### Selected gate families

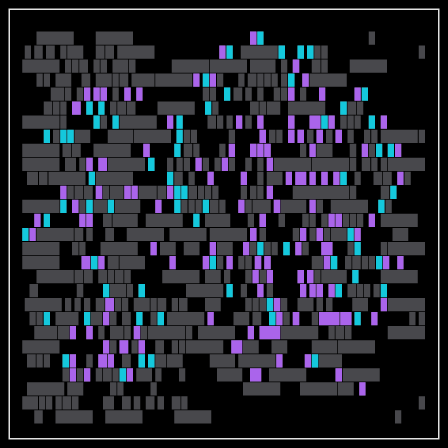
### The clock network

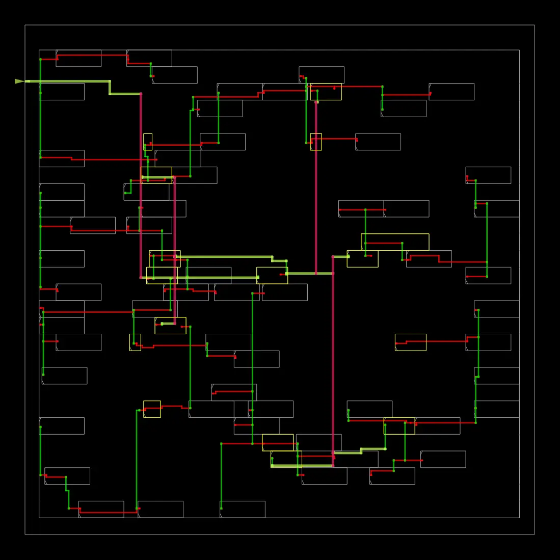
### Pin placement

Scale bar: 20 µm. Pins as bars across the die edge, other pins in gray.
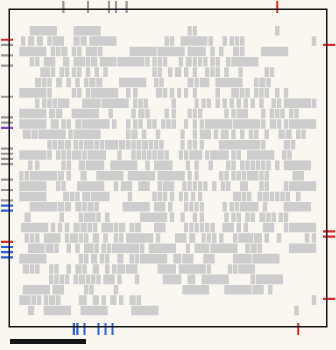
### Wiring heat map

17 x 17 tiles, from white (low) to dark blue (high), scaled to the fullest tile. Values are wire area over tile area, all layers added.
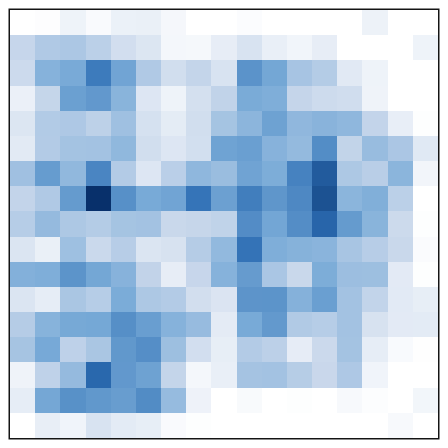
### Close-up of the layout

Scale bar: 5 µm. Region (31, 48) to (51, 68) µm. Cells in gray, sequential cells in the stronger gray; small squares are vias.
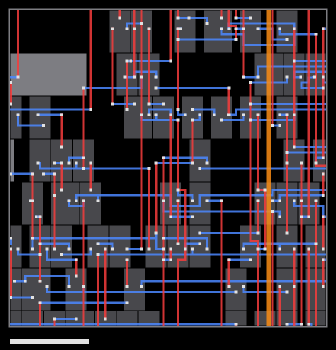
**config.mk**
```make
export PLATFORM = sky130hd
export DESIGN_NAME = te_frame_sched
export DESIGN_NICKNAME = d
export VERILOG_FILES = /design/src/rtl/mipi_cmd_pkg.sv /design/src/rtl/te_sync_edge.sv /design/src/rtl/te_frame_sched.sv
export SDC_FILE = /design/constraint.sdc
export NUM_CORES = 1
export LEC_CHECK = 0
export ABC_AREA = 1
export CAP_MARGIN = 20
export CORE_MARGIN = 2
export CORE_UTILIZATION = 55
export CTS_CLUSTER_SIZE = 30
export DETAILED_ROUTE_END_ITERATION = 8
export DONT_BUFFER_PORTS = 1
export GPL_TIMING_DRIVEN = 0
export PLACE_DENSITY_LB_ADDON = 0.25
export REMOVE_ABC_BUFFERS = 1
export SLEW_MARGIN = 15
export SYNTH_ARGS = -nofsm -noshare
export SYNTH_HDL_FRONTEND = slang
export SYNTH_SLANG_ARGS = --single-unit
```
**constraint.sdc**
```tcl
create_clock -name clk -period 2.9 [get_ports clk]
set_input_delay 0.435 -clock clk [delete_from_list [all_inputs] [get_ports clk]]
set_output_delay 0.435 -clock clk [all_outputs]
set_load 0.01 [all_outputs]
```
**src/rtl/mipi_cmd_pkg.sv**
```systemverilog
// Shared DCS opcodes and scheduler state encoding for the TE-driven frame scheduler.
`default_nettype none

package mipi_cmd_pkg;

  localparam logic [7:0] DCS_WR_MEM_START = 8'h2C;
  localparam logic [7:0] DCS_WR_MEM_CONT  = 8'h3C;

  typedef enum logic [1:0] {
    IDLE    = 2'd0,
    WAIT_TE = 2'd1,
    CMD     = 2'd2,
    XFER    = 2'd3
  } sched_state_t;

  function automatic logic [7:0] dcs_for_line(input logic i_first_line);
    return i_first_line ? DCS_WR_MEM_START : DCS_WR_MEM_CONT;
  endfunction

endpackage

`default_nettype wire

```
**src/rtl/te_sync_edge.sv**
```systemverilog
// te_sync_edge: synchronises the asynchronous panel TE and emits a one-cycle rising-edge pulse.
// The pulse lands SYNC_STAGES+1 cycles after te_in is first sampled high.
`default_nettype none

module te_sync_edge #(
  parameter int SYNC_STAGES = 2
) (
  input  logic clk,
  input  logic rst,
  input  logic i_te,
  output logic o_te_rise
);

  logic [SYNC_STAGES-1:0] r_sync;
  logic                   r_lvl;
  logic                   r_lvl_d;
  logic                   r_rise;

  // Edge detect runs on a retimed copy of the synchronised level, registered at the output.
  always_ff @(posedge clk) begin
    if (rst) begin
      r_sync  <= '0;
      r_lvl   <= 1'b0;
      r_lvl_d <= 1'b0;
      r_rise  <= 1'b0;
    end else begin
      r_sync  <= {r_sync[SYNC_STAGES-2:0], i_te};
      r_lvl   <= r_sync[SYNC_STAGES-1];
      r_lvl_d <= r_lvl;
      r_rise  <= r_lvl & ~r_lvl_d;
    end
  end

  assign o_te_rise = r_rise;

endmodule

`default_nettype wire

```
**src/rtl/te_frame_sched.sv**
```systemverilog
// te_frame_sched: issues one DCS write command per line after a TE edge, with tear and TE-loss tracking.
// Build option TE_FREERUN_EN: a watchdog timeout with a frame ready starts the frame without TE.
`default_nettype none

module te_frame_sched
  import mipi_cmd_pkg::*;
#(
  parameter int LINES       = 1080,
  parameter int SYNC_STAGES = 2,
  parameter int TE_TIMEOUT  = 4500000,
  parameter int CNT_W       = 32
) (
  input  logic        clk,
  input  logic        rst,
  input  logic        enable,
  input  logic        te_in,
  input  logic        frame_ready,
  output logic        cmd_valid,
  input  logic        cmd_ready,
  output logic [7:0]  cmd_dcs,
  output logic [10:0] line_idx,
  input  logic        line_done,
  output logic        busy,
  output logic        frame_done,
  output logic        te_timeout,
  output logic [7:0]  tear_cnt
);

  sched_state_t     r_state;
  sched_state_t     w_state_nxt;
  logic [10:0]      r_line;
  logic [CNT_W-1:0] r_wd;
  logic             r_timeout;
  logic [7:0]       r_tear;
  logic             r_frame_done;
  logic             w_te_rise;
  logic             w_last;
  logic             w_wd_expire;
  logic             w_start;
  logic             w_busy;

  te_sync_edge #(
    .SYNC_STAGES (SYNC_STAGES)
  ) u_te_sync (
    .clk       (clk),
    .rst       (rst),
    .i_te      (te_in),
    .o_te_rise (w_te_rise)
  );

  assign w_last      = (r_line == 11'(LINES - 1));
  assign w_busy      = (r_state == CMD) || (r_state == XFER);
  // A TE edge in the same cycle as expiry wins: it restarts the watchdog instead of flagging.
  assign w_wd_expire = (r_state == WAIT_TE) && !w_te_rise && (r_wd == CNT_W'(TE_TIMEOUT - 1));
  assign w_start     = (r_state == WAIT_TE) && (w_state_nxt == CMD);

  always_ff @(posedge clk) begin
    if (rst) begin
      r_state <= IDLE;
    end else begin
      r_state <= w_state_nxt;
    end
  end

  always_comb begin
    w_state_nxt = r_state;
    unique case (r_state)
      IDLE: begin
        if (enable) w_state_nxt = WAIT_TE;
      end
      WAIT_TE: begin
        if (!enable) begin
          w_state_nxt = IDLE;
        end else if (w_te_rise && frame_ready) begin
          w_state_nxt = CMD;
        end
`ifdef TE_FREERUN_EN
        else if (w_wd_expire && frame_ready) begin
          w_state_nxt = CMD;
        end
`endif
      end
      CMD: begin
        if (cmd_ready) w_state_nxt = XFER;
      end
      XFER: begin
        if (line_done) w_state_nxt = w_last ? WAIT_TE : CMD;
      end
      default: w_state_nxt = IDLE;
    endcase
  end

  always_ff @(posedge clk) begin
    if (rst) begin
      r_line       <= '0;
      r_frame_done <= 1'b0;
    end else begin
      r_frame_done <= (r_state == XFER) && line_done && w_last;
      if (w_start) begin
        r_line <= '0;
      end else if ((r_state == XFER) && line_done && !w_last) begin
        r_line <= r_line + 11'd1;
      end
    end
  end

  always_ff @(posedge clk) begin
    if (rst) begin
      r_wd      <= '0;
      r_timeout <= 1'b0;
      r_tear    <= '0;
    end else begin
      if ((r_state != WAIT_TE) || (w_state_nxt != WAIT_TE) || w_te_rise || w_wd_expire) begin
        r_wd <= '0;
      end else begin
        r_wd <= r_wd + 1'b1;
      end
      if (w_te_rise) begin
        r_timeout <= 1'b0;
      end else if (w_wd_expire) begin
        r_timeout <= 1'b1;
      end
      if (w_te_rise && w_busy && (r_tear != 8'hFF)) begin
        r_tear <= r_tear + 8'd1;
      end
    end
  end

  assign cmd_valid  = (r_state == CMD);
  assign cmd_dcs    = dcs_for_line(r_line == 11'd0);
  assign line_idx   = r_line;
  assign busy       = w_busy;
  assign frame_done = r_frame_done;
  assign te_timeout = r_timeout;
  assign tear_cnt   = r_tear;

endmodule

`default_nettype wire
```
==> impl_metrics.json <==
{
  "grt_pass1_vias": 2923,
  "max_freq_ghz": 0.496,
  "layout_top_cells": "nand2_1, nor2_1, inv_1",
  "r2r_cells": 8,
  "nonClkBufAreaFrac_pct": 0,
  "status": "finished clean",
  "final-clk-cell-share_pct": 5.63,
  "synth-edff-count": 0,
  "cp-endpoint": "r_wd[2]",
  "layout_min_cycle_time_ps": 2020,
  "seq_power_share_pct": 51.1,
  "synth_async_sr_flop_share_pct": 0,
  "ys.flops": 60,
  "clock_skew_ps": 4.90,
  "top_power_group": "registers",
  "powerClk_w": 0.000771,
  "syn_inst": 549,
  "place_congestion": 0.943,
  "synthMuxAreaShare_pct": 0,
  "nNetsFinal": 558,
  "cts.sinks": 60,
  "multiInputCombCellCount": 409,
  "n_sequential_cell": 60,
  "topCellsByArea": "dfxtp_1, nand2_1, nor2_1, inv_1, xor2_1",
  "drc": 0,
  "hold_path_depth": 1,
  "ys_sh_xor_pct": 6.39,
  "non_clock_inverter_count": 67,
  "ant_nets": 0,
  "n_all_buffers": 0,
  "maxCapViolCount": 0
}
-- 'Selected gate families' (at the start) --
- cyan: inv cells (cells 67)
- purple: nor cells (cells 125)
Commonest Layout Cell: nand2_1
Layout Cells excl Fill: 627

-- 'The clock network' (at the start) --
CTS buffer count: 9
clock buffers: 12
Clk Latency, worst-skew pair: 340 ps

-- 'Pin placement' (at the start) --
- blue: line_idx (pins 11; direction output; edge 6 bottom, 5 left)
- red: cmd_dcs (pins 8; direction output; edge 4 right, 2 left, 1 bottom, 1 top)
- purple: te_timeout (pins 1; direction output; edge left)
- all pins by edge: 21 left, 7 bottom, 6 top, 4 right
die height: 83.0 µm
number of port buffers: 0
Die W: 83.0 µm

-- 'Wiring heat map' (at the start) --
- mean over tiles: 0.17
- fullest tile: 0.57
- nearly empty tiles: 14%
- tiles over half the peak: 18%
- densest ninth of the die: center

-- 'Close-up of the layout' (at the start) --
- red: M2
- orange: M4
- blue: M1
- most frequent: nand2_1 (25), nor2_1 (13), inv_1 (6)
- sequential cells in the window: 1
- netlist names of flops here include: r_wd (1)
- cells with their middle in the window: 50

cell families after synthesis:
family	count (synthesis)
AND-OR/OR-AND	29
XOR/XNOR	25
adder cells (fa/ha/maj)	4
buffers and inverters	85
flip-flops	60
other	2
AND/OR/NAND/NOR	344
state kept, by name, summed over array words and instances (netlist names), 2 cells and up:
signal	flops
r_wd	32
line_idx	11
tear_cnt	8
r_state	2
u_te_sync.r_sync	2
through the flow:
step | utilization (%) | hold slack [ps] | setup WS [ps] | cell area (µm²) | std cells
final | 60.5 | 153 | 884 | 3600 | 627
after global routing | 60.5 | 130 | 634 | 3600 | 627
after CTS | 60.5 | 145 | 835 | 3600 | 627
after detailed placement | 57.1 | 389 | 850 | 3400 | 611
after global placement | 57.1 | 378 | 879 | 3400 | 611
after floorplan | - | 373 | 1310 | 3300 | 536
worst max-delay path, delay by kind of cell (launching register included):
kind / cells / cell delay, ps
adders and majority gates: 1 / 240
DFF: 1 / 420
and+or+nand+nor: 7 / 1210
layer usage:
metal	global-route usage [%]	wire length (µm)	share of wire (%)	vias to the layer above
met4	10.1	184	2.6	0
li1	-	-	-	1642
met3	5.96	365	5.2	19
met2	34.9	3150	45	74
met1	26.8	3290	47	1342
met5	0	0	0	-
worst min path at each step:
| stage | start | end | slack [ps] |
|---|---|---|---|
| after floorplan | u_te_sync.r_lvl_d | u_te_sync.o_te_rise | 370 |
| after global placement | u_te_sync.r_lvl_d | u_te_sync.o_te_rise | 380 |
| after detailed placement | u_te_sync.r_lvl_d | u_te_sync.o_te_rise | 390 |
| after CTS | rst | tear_cnt[3] | 140 |
| after global routing | rst | tear_cnt[3] | 130 |
| final | rst | tear_cnt[4] | 150 |
